==> images/placement_by_type.png <==
Scale: 1.5 px per µm.
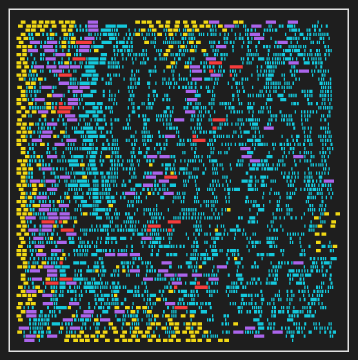
==> images/sizes.png <==
Scale: 1.5 px per µm.
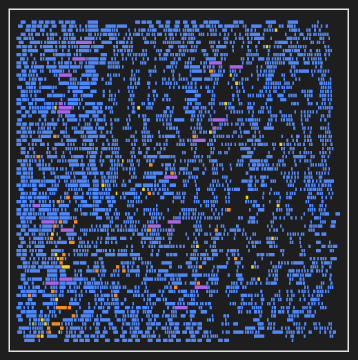
==> images/layer_met1.png <==
Scale: 2 px per µm.
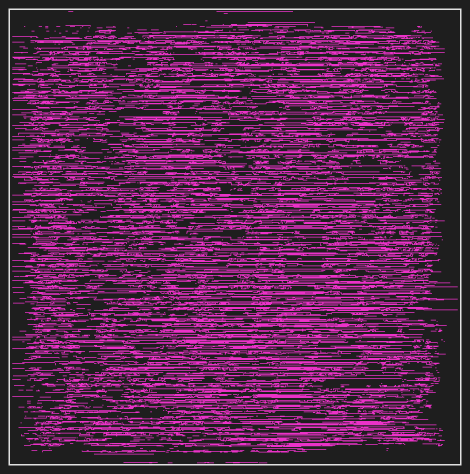
**src/rtl/mul_sequencer.sv**
```systemverilog
// mul_sequencer: drives one 2-cycle pipelined 32x32 multiplier to execute MUL/MLA
// directly and 64-bit long multiplies as four 16x16 partial products.
`default_nettype none

module mul_sequencer #(
  parameter int MUL_LAT = 2
) (
  input  logic        clk,
  input  logic        rst,
  input  logic        req_valid,
  output logic        req_ready,
  input  logic [2:0]  req_op,
  input  logic [31:0] req_a,
  input  logic [31:0] req_b,
  input  logic [31:0] req_acc_lo,
  input  logic [31:0] req_acc_hi,
  output logic        resp_valid,
  input  logic        resp_ready,
  output logic [31:0] resp_lo,
  output logic [31:0] resp_hi,
  output logic        resp_n,
  output logic        resp_z,
  output logic [31:0] mul_a,
  output logic [31:0] mul_b,
  input  logic [31:0] mul_result
);

  typedef enum logic [2:0] {
    S_IDLE    = 3'd0,
    S_ISSUE   = 3'd1,
    S_DRAIN   = 3'd2,
    S_CORRECT = 3'd3,
    S_DONE    = 3'd4
  } state_t;

  // cnt holds the current cycle number of the operation (1 = first issue cycle)
  localparam logic [3:0] FIRST_CAP = 4'(1 + MUL_LAT);
  localparam logic [3:0] LAST_ISSUE_LONG = 4'd4;
  localparam logic [3:0] LAST_CAP_LONG = 4'(4 + MUL_LAT);

  state_t      state, state_nxt;
  logic [3:0]  cnt;
  logic [2:0]  op;
  logic [31:0] a, b;
  logic [63:0] acc;

  logic        is_long, is_signed, accept, capture;
  logic [1:0]  issue_idx, cap_idx;
  logic [63:0] addend, acc_nxt;
  logic [31:0] corr;

  assign is_long   = op[2];
  assign is_signed = op[2] & op[1];
  assign accept    = req_valid && req_ready;
  assign issue_idx = 2'(cnt - 4'd1);
  assign cap_idx   = 2'(cnt - FIRST_CAP);
  // Captures are keyed only to the cycle count, so stale products are ignored
  assign capture   = (state == S_ISSUE || state == S_DRAIN) && (cnt >= FIRST_CAP);
  assign corr      = (a[31] ? b : 32'd0) + (b[31] ? a : 32'd0);

  always_comb begin
    addend = {32'd0, mul_result};
    if (is_long) begin
      case (cap_idx)
        2'd0:    addend = {32'd0, mul_result};
        2'd1,
        2'd2:    addend = {16'd0, mul_result, 16'd0};
        default: addend = {mul_result, 32'd0};
      endcase
      acc_nxt = acc + addend;
    end else begin
      acc_nxt = {32'd0, acc[31:0] + mul_result};
    end
  end

  always_ff @(posedge clk) begin
    if (rst) begin
      state <= S_IDLE;
      cnt   <= 4'd0;
      op    <= 3'd0;
      a     <= 32'd0;
      b     <= 32'd0;
      acc   <= 64'd0;
    end else begin
      state <= state_nxt;
      if (accept) begin
        op  <= req_op;
        a   <= req_a;
        b   <= req_b;
        cnt <= 4'd1;
        // Seeding with the accumulator is equivalent mod 2^64 to adding it last
        if (req_op[2])
          acc <= req_op[0] ? {req_acc_hi, req_acc_lo} : 64'd0;
        else
          acc <= (req_op == 3'b001) ? {32'd0, req_acc_lo} : 64'd0;
      end else begin
        if (state == S_ISSUE || state == S_DRAIN)
          cnt <= cnt + 4'd1;
        else if (state == S_DONE && resp_ready)
          cnt <= 4'd0;
        if (capture)
          acc <= acc_nxt;
        else if (state == S_CORRECT)
          acc[63:32] <= acc[63:32] - corr;
      end
    end
  end

  always_comb begin
    state_nxt  = state;
    req_ready  = 1'b0;
    resp_valid = 1'b0;
    resp_lo    = 32'd0;
    resp_hi    = 32'd0;
    resp_n     = 1'b0;
    resp_z     = 1'b0;
    mul_a      = 32'd0;
    mul_b      = 32'd0;
    case (state)
      S_IDLE: begin
        req_ready = 1'b1;
        if (req_valid) state_nxt = S_ISSUE;
      end
      S_ISSUE: begin
        if (is_long) begin
          mul_a = issue_idx[1] ? {16'd0, a[31:16]} : {16'd0, a[15:0]};
          mul_b = issue_idx[0] ? {16'd0, b[31:16]} : {16'd0, b[15:0]};
          if (cnt == LAST_ISSUE_LONG) state_nxt = S_DRAIN;
        end else begin
          mul_a     = a;
          mul_b     = b;
          state_nxt = S_DRAIN;
        end
      end
      S_DRAIN: begin
        if (is_long) begin
          if (cnt == LAST_CAP_LONG) state_nxt = is_signed ? S_CORRECT : S_DONE;
        end else if (cnt == FIRST_CAP) begin
          state_nxt = S_DONE;
        end
      end
      S_CORRECT: state_nxt = S_DONE;
      S_DONE: begin
        resp_valid = 1'b1;
        resp_lo    = acc[31:0];
        resp_hi    = is_long ? acc[63:32] : 32'd0;
        resp_n     = is_long ? acc[63] : acc[31];
        resp_z     = is_long ? (acc == 64'd0) : (acc[31:0] == 32'd0);
        if (resp_ready) state_nxt = S_IDLE;
      end
      default: state_nxt = S_IDLE;
    endcase
  end

endmodule

`default_nettype wire

```
**config.mk**
```make
export PLATFORM = sky130hd
export DESIGN_NAME = mul_sequencer
export DESIGN_NICKNAME = d
export VERILOG_FILES = /design/src/rtl/mul_sequencer.sv
export SDC_FILE = /design/constraint.sdc
export NUM_CORES = 1
export LEC_CHECK = 0
export ABC_AREA = 1
export ABC_CLOCK_PERIOD_IN_PS = 4940
export CAP_MARGIN = 20
export CORE_AREA = 4 4 221 223
export DETAILED_ROUTE_END_ITERATION = 7
export DIE_AREA = 0 0 225 227
export SYNTH_ARGS = -nofsm -noshare
export SYNTH_HDL_FRONTEND = slang
export SYNTH_SLANG_ARGS = --single-unit
export TNS_END_PERCENT = 50
```
**constraint.sdc**
```tcl
create_clock -name clk -period 4.94 [get_ports clk]
set_input_delay 0.494 -clock clk [delete_from_list [all_inputs] [get_ports clk]]
set_output_delay 0.494 -clock clk [all_outputs]
set_load 0.01 [all_outputs]
```
==> run summary <==
yosys + openroad results -> CP Capture Type=register, ant diodes=0, outcome=complete, no violations, syn nets=3,774, drt pass-1 iters=6, largest net degree at the start of global routing=98, Worst slew margin=27.80%, detailed-placement wirelength estimate=81,020 µm, depth of the worst register-to-register path=19, Pins Over Slew Limit=0, Top cell excl fill/tap=nand2_1, WL met2=41,750 µm, clk sinks=137, reg-to-reg slack, setup=0.69 ns, Largest regs=acc (64), a (32), b (32), max FFs per register=64, fp util=39.80%, Leak=11.73 nW, Yosys Instances=3,442, final core utilization=48.64%, Max VDD drop=394.4 µV
-- placement_by_type.png (at the start) --
- sequential cells: purple (cells 137; share of their area 13%)
- remaining buffers and delay cells: yellow (cells 326; share of their area 15%)
- clock drivers and dummy loads: red (cells 30; share of their area 2.5%)
- combinational and other logic: cyan (cells 3,203; share of their area 70%)

-- sizes.png (at the start) --
- _6 and larger: purple (cells 22)
- _2 cells: yellow (cells 29)
- _0 and _1 cells: blue (cells 3,607)
- _3 and _4 cells: orange (cells 38)
Buffers, non-clock: 326
final worst slack: 0.6895 ns
Synth-to-Final Area Change: 22.19%
fin area: 22,640 µm²

-- layer_met1.png (at the start) --
- share of all routed wire: 43%
- main direction: horizontal
final wirelength: 97,820 µm
Via Count: 24,042
GR met1 Demand/Resource: 51.47%

layout make-up:
type	instances	share of cell area, %
multi-input combinational	2576	57.58
timing repair buffer	326	14.13
sequential	137	12.11
inverter	627	10.41
tap	607	3.354
clock buffer	17	1.879
clock inverter	13	0.5360
logic make-up after synthesis:
group / after synthesis / synth area share (%)
buf+inv: 729 / 14.92
simple gates: 1778 / 39.04
flops: 137 / 14.80
fa+ha+maj: 165 / 12.48
xor+xnor: 21 / 0.9925
compound gates: 612 / 17.76
worst register-to-register path: stages (launching register included):
cell and delay (ns):
dfxtp_1 0.51, inv_1 0.18, ha_1 0.41, xor2_2 0.32, buf_4 0.34, o22ai_1 0.18
ha_1 0.40, nand2_1 0.15, nor2_1 0.23, inv_1 0.09, nor2_1 0.15, inv_1 0.09
nor3b_1 0.46, o21ai_0 0.23, nand2_1 0.10, nor2_1 0.06, nand2_1 0.06, nand2_1 0.05
nand3_1 0.07, a21oi_1 0.07
Yosys cell counts (5+ instances only):
library cell,number,area (µm²)
o21a_1,6,45.04
a221oi_1,8,70.07
nand3b_1,22,165.2
nor3_1,55,275.3
nand3_1,190,950.9
xnor2_1,5,43.79
dfxtp_1,137,2743
o22ai_1,19,118.9
a21boi_0,6,45.04
buf_1,7,26.28
buf_2,14,70.07
inv_1,624,2342
a21oi_1,301,1506
o32ai_1,14,122.6
ha_1,132,1652
or2_2,15,93.84
clkbuf_1,79,296.5
nand4_1,30,187.7
a31oi_1,6,37.54
a21o_1,7,52.55
nor2_1,378,1419
o21bai_1,7,52.55
fa_1,33,660.6
xor2_1,16,140.1
nor4_1,12,75.07
nand2_1,1067,4005
o21ai_0,228,1141
report_power, final:
part / internal (mW) / leakage (nW) / switching, mW
combinational: 2.99 / 10.3 / 6.66
sequential: 1.47 / 1.13 / 0.583
clock: 0.689 / 0.254 / 0.612
No activity file was given, so power comes from the tool's default toggle rates.
